==> src/rtl/alu_op_queue.sv <==
// Operand/opcode FIFO feeding the 4-bit ALU tile over a valid/ready handshake.
// Optional build macro ALU_OP_QUEUE_EDGE_EN: wr_en is synchronised and pushes once per rising edge.
module alu_op_queue #(
  parameter int DEPTH = 4,
  parameter int CNT_W = $clog2(DEPTH) + 1
) (
  input  logic             clk,
  input  logic             rst_n,
  input  logic [3:0]       wr_a,
  input  logic [3:0]       wr_b,
  input  logic [1:0]       wr_sel,
  input  logic             wr_en,
  input  logic             clr,
  output logic [3:0]       alu_a,
  output logic [3:0]       alu_b,
  output logic [1:0]       alu_sel,
  output logic             alu_valid,
  input  logic             alu_ready,
  output logic [CNT_W-1:0] count,
  output logic             full,
  output logic             empty,
  output logic             overflow
);

  localparam int PTR_W = $clog2(DEPTH);

  logic [9:0]       mem_q [DEPTH];
  logic [9:0]       mem_d [DEPTH];
  logic [PTR_W-1:0] wr_ptr_q, wr_ptr_d;
  logic [PTR_W-1:0] rd_ptr_q, rd_ptr_d;
  logic [CNT_W-1:0] count_q, count_d;
  logic             overflow_q, overflow_d;
  logic             wr_req_s;
  logic             push_s;
  logic             pop_s;
  logic             full_s;
  logic             empty_s;
  logic [9:0]       head_s;

`ifdef ALU_OP_QUEUE_EDGE_EN
  logic sync1_q, sync1_d;
  logic sync2_q, sync2_d;
  logic prev_q, prev_d;

  // Two-flop synchroniser plus previous-sample flop for rising-edge detection.
  always_comb begin
    sync1_d  = wr_en;
    sync2_d  = sync1_q;
    prev_d   = sync2_q;
    wr_req_s = sync2_q & ~prev_q;
  end

  always_ff @(posedge clk or negedge rst_n) begin
    if (!rst_n) begin
      sync1_q <= 1'b0;
      sync2_q <= 1'b0;
      prev_q  <= 1'b0;
    end else begin
      sync1_q <= sync1_d;
      sync2_q <= sync2_d;
      prev_q  <= prev_d;
    end
  end
`else
  always_comb begin
    wr_req_s = wr_en;
  end
`endif

  // A full queue still accepts a push when the head leaves in the same cycle.
  always_comb begin
    full_s  = (count_q == CNT_W'(DEPTH));
    empty_s = (count_q == {CNT_W{1'b0}});
    pop_s   = ~empty_s & alu_ready;
    push_s  = wr_req_s & (~full_s | pop_s);
  end

  always_comb begin
    mem_d      = mem_q;
    wr_ptr_d   = wr_ptr_q;
    rd_ptr_d   = rd_ptr_q;
    count_d    = count_q;
    overflow_d = overflow_q;
    if (clr) begin
      wr_ptr_d   = {PTR_W{1'b0}};
      rd_ptr_d   = {PTR_W{1'b0}};
      count_d    = {CNT_W{1'b0}};
      overflow_d = 1'b0;
    end else begin
      if (push_s) begin
        mem_d[wr_ptr_q] = {wr_sel, wr_b, wr_a};
        wr_ptr_d        = wr_ptr_q + PTR_W'(1);
      end else begin
        wr_ptr_d = wr_ptr_q;
      end
      if (pop_s) begin
        rd_ptr_d = rd_ptr_q + PTR_W'(1);
      end else begin
        rd_ptr_d = rd_ptr_q;
      end
      case ({push_s, pop_s})
        2'b10:   count_d = count_q + CNT_W'(1);
        2'b01:   count_d = count_q - CNT_W'(1);
        default: count_d = count_q;
      endcase
      if (wr_req_s & full_s & ~pop_s) begin
        overflow_d = 1'b1;
      end else begin
        overflow_d = overflow_q;
      end
    end
  end

  always_ff @(posedge clk or negedge rst_n) begin
    if (!rst_n) begin
      for (int i = 0; i < DEPTH; i++) begin
        mem_q[i] <= 10'd0;
      end
      wr_ptr_q   <= {PTR_W{1'b0}};
      rd_ptr_q   <= {PTR_W{1'b0}};
      count_q    <= {CNT_W{1'b0}};
      overflow_q <= 1'b0;
    end else begin
      mem_q      <= mem_d;
      wr_ptr_q   <= wr_ptr_d;
      rd_ptr_q   <= rd_ptr_d;
      count_q    <= count_d;
      overflow_q <= overflow_d;
    end
  end

  // Head word is read straight from storage; zeroed while nothing is queued.
  always_comb begin
    if (empty_s) begin
      head_s = 10'd0;
    end else begin
      head_s = mem_q[rd_ptr_q];
    end
    alu_a     = head_s[3:0];
    alu_b     = head_s[7:4];
    alu_sel   = head_s[9:8];
    alu_valid = ~empty_s;
    count     = count_q;
    full      = full_s;
    empty     = empty_s;
    overflow  = overflow_q;
  end

endmodule

==> config.mk <==
export PLATFORM = sky130hd
export DESIGN_NAME = alu_op_queue
export DESIGN_NICKNAME = d
export VERILOG_FILES = /design/src/rtl/alu_op_queue.sv
export SDC_FILE = /design/constraint.sdc
export NUM_CORES = 1
export LEC_CHECK = 0
export CORE_MARGIN = 3
export CORE_UTILIZATION = 45
export CTS_BUF_LIST = sky130_fd_sc_hd__clkbuf_16
export CTS_CLUSTER_DIAMETER = 80
export DETAILED_ROUTE_END_ITERATION = 6
export MAX_ROUTING_LAYER = met4
export PLACE_DENSITY = 0.7
export SLEW_MARGIN = 15
export SYNTH_ARGS = -nofsm -noshare
export SYNTH_HDL_FRONTEND = slang
export SYNTH_SLANG_ARGS = --single-unit
==> constraint.sdc <==
create_clock -name clk -period 2.1 [get_ports clk]
set_input_delay 0.42 -clock clk [delete_from_list [all_inputs] [get_ports clk]]
set_output_delay 0.42 -clock clk [all_outputs]
set_load 0.02 [all_outputs]
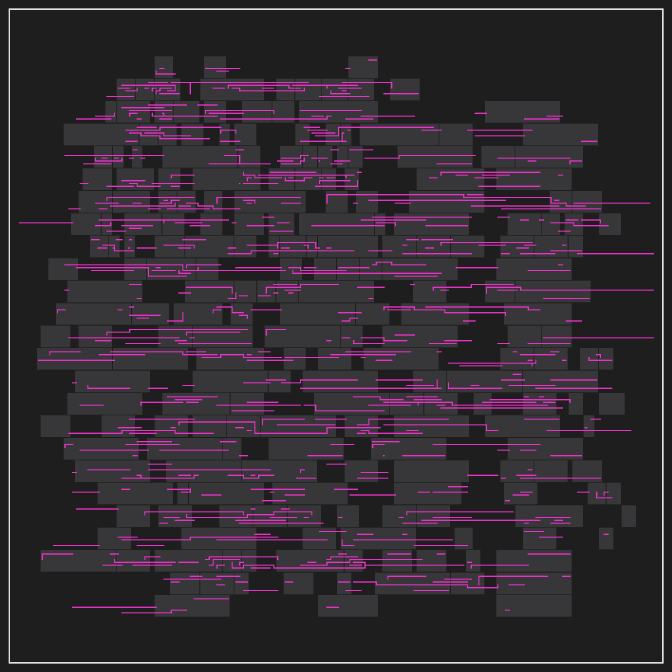
*Signal wires on met1*
main direction: horizontal
longest straight run: 17.9 microns
share of all routed wire: 43%
nets with wire on the layer: 220
wire length on this layer: 2,150 microns
GRT met1 Usage: 22.95%
WL final: 5.043 mm

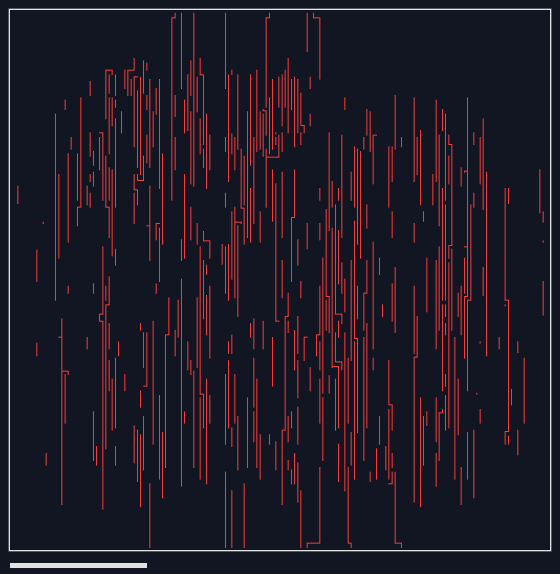
*The metal 2 layer*
Scale bar: 20 microns.
wire length on this layer: 2,710 microns
longest straight run: 30.3 microns
nets with wire on the layer: 234
share of all routed wire: 54%
main direction: vertical
vias: 1,567
GR Layer Usage met2: 32.24%

==> impl_metrics.env <==
# physical design summary
export IMPL_dieWidth_microns=78.99
export IMPL_grt_pass1_vias=1754
export IMPL_slew_viol_final=0
export IMPL_diodes=0
export IMPL_max_freq_mhz=476.6
export IMPL_syn_inst=174
export IMPL_seq_area_sq_um=1204
export IMPL_io_pins=32
export IMPL_switching_share_pct=29.90
export IMPL_dominant_cells="registers"
export IMPL_yosys_top_cells_area="dfrtp_1 (50%), mux2_1 (19%), mux4_2 (9.4%)"
export IMPL_worstPathCellList="buf_6 > buf_6 > mux4_2 > nor2b_1 > buf_4"
export IMPL_seq_area_share_pct=38.33
export IMPL_crit_path_max_incr_delay_ps=470
export IMPL_finalSetupViolations=0
export IMPL_crit_arrival_ps=1680
export IMPL_combGateArea_sq_um=1166
export IMPL_period_needed_ps=2098
export IMPL_crit_family="multiplexers"
export IMPL_drive_above_1_share_pct=30.74
export IMPL_cts_root_buf="clkbuf_16"
export IMPL_grt_usage_pct=18.64
export IMPL_ys_flops=48
export IMPL_grt_use_met3_pct=3.061
export IMPL_crit_type="reg -> out"
export IMPL_synthSimpleGateAreaFrac_pct=9.969
export IMPL_skew_ps=3.848
export IMPL_max_slew_margin_pct=63.01
export IMPL_htree_levels=2
export IMPL_nNetsFinal=250
export IMPL_chipHeight_microns=78.99
export IMPL_hp_class="in -> async"
export IMPL_yosysWarnings=0
export IMPL_xor_area_share_pct=1.461
export IMPL_status="complete, no violations"
export IMPL_pre_cts_slack_ps=-178.0
export IMPL_drv_cap=0
export IMPL_crit_path_frequent_cell="buf_6"
export IMPL_pwr_share_seq_pct=42.5
export IMPL_postSynthSeqShare_pct=50.10
export IMPL_leakage_nw=1.396
export IMPL_post_route_period_util_pct=99.91
export IMPL_critical_path_slowest_cell="mux4_2"
export IMPL_nWellTaps=67
export IMPL_fillCellCount=404
export IMPL_clockBufferDepth=2
export IMPL_warning_count=31
export IMPL_clkbuf_count=5
export IMPL_cts_num_sinks=48
export IMPL_top_cell="dfrtp_1"
export IMPL_synth_area_sq_um=2397
export IMPL_netlist_top_cells_count="dfrtp_1 (48), mux2_1 (41), nor2b_1 (13), mux4_2 (10), buf_2 (8)"
export IMPL_num_rows=25
export IMPL_synth_nets=194
export IMPL_tightest_slew_ps=554.9
export IMPL_reg2reg_to="count[2]"
export IMPL_tns_ps=0
export IMPL_comb_area_share_pct=37.13
export IMPL_cp_max_fo=4
export IMPL_seq_cell_count=48
export IMPL_place_area_sq_um=2992
export IMPL_dp_cells=285
export IMPL_p_switching_uw=964.9
export IMPL_fp_utilization_pct=48.51
export IMPL_die_area_sq_um=6239
export IMPL_finalNonFillerCells=298
export IMPL_grt_antenna_before_repair=0
export IMPL_cp_data_required_time_ps=1680
export IMPL_power_density_nw_per_um2=1028
[power groups by stage]
stage               Clock [mW]  Sequential, mW  Combinational [mW]
finish                   0.745            1.37                1.11
global route             0.807            1.41                1.21
CTS                      0.773            1.37                1.11
detailed placement           0            1.39                1.13
global placement             0            1.35                1.08
floorplan                    0            1.33               0.694
[sequential cells by signal, indices dropped and copies added, names as in the netlist]
signal,flops
count,3
mem_q,40
overflow,1
rd_ptr_q,2
wr_ptr_q,2
[worst min path at each step]
stage | startpoint | end | slack, ps | cells after the start
after floorplan | rst_n | count[0] | 120 | 0
after global placement | rst_n | mem_q[38] | 430 | 1
after detailed placement | rst_n | mem_q[8] | 440 | 1
after CTS | rst_n | mem_q[8] | 140 | 1
after global routing | rst_n | mem_q[38] | 160 | 1
final | rst_n | mem_q[8] | 130 | 1
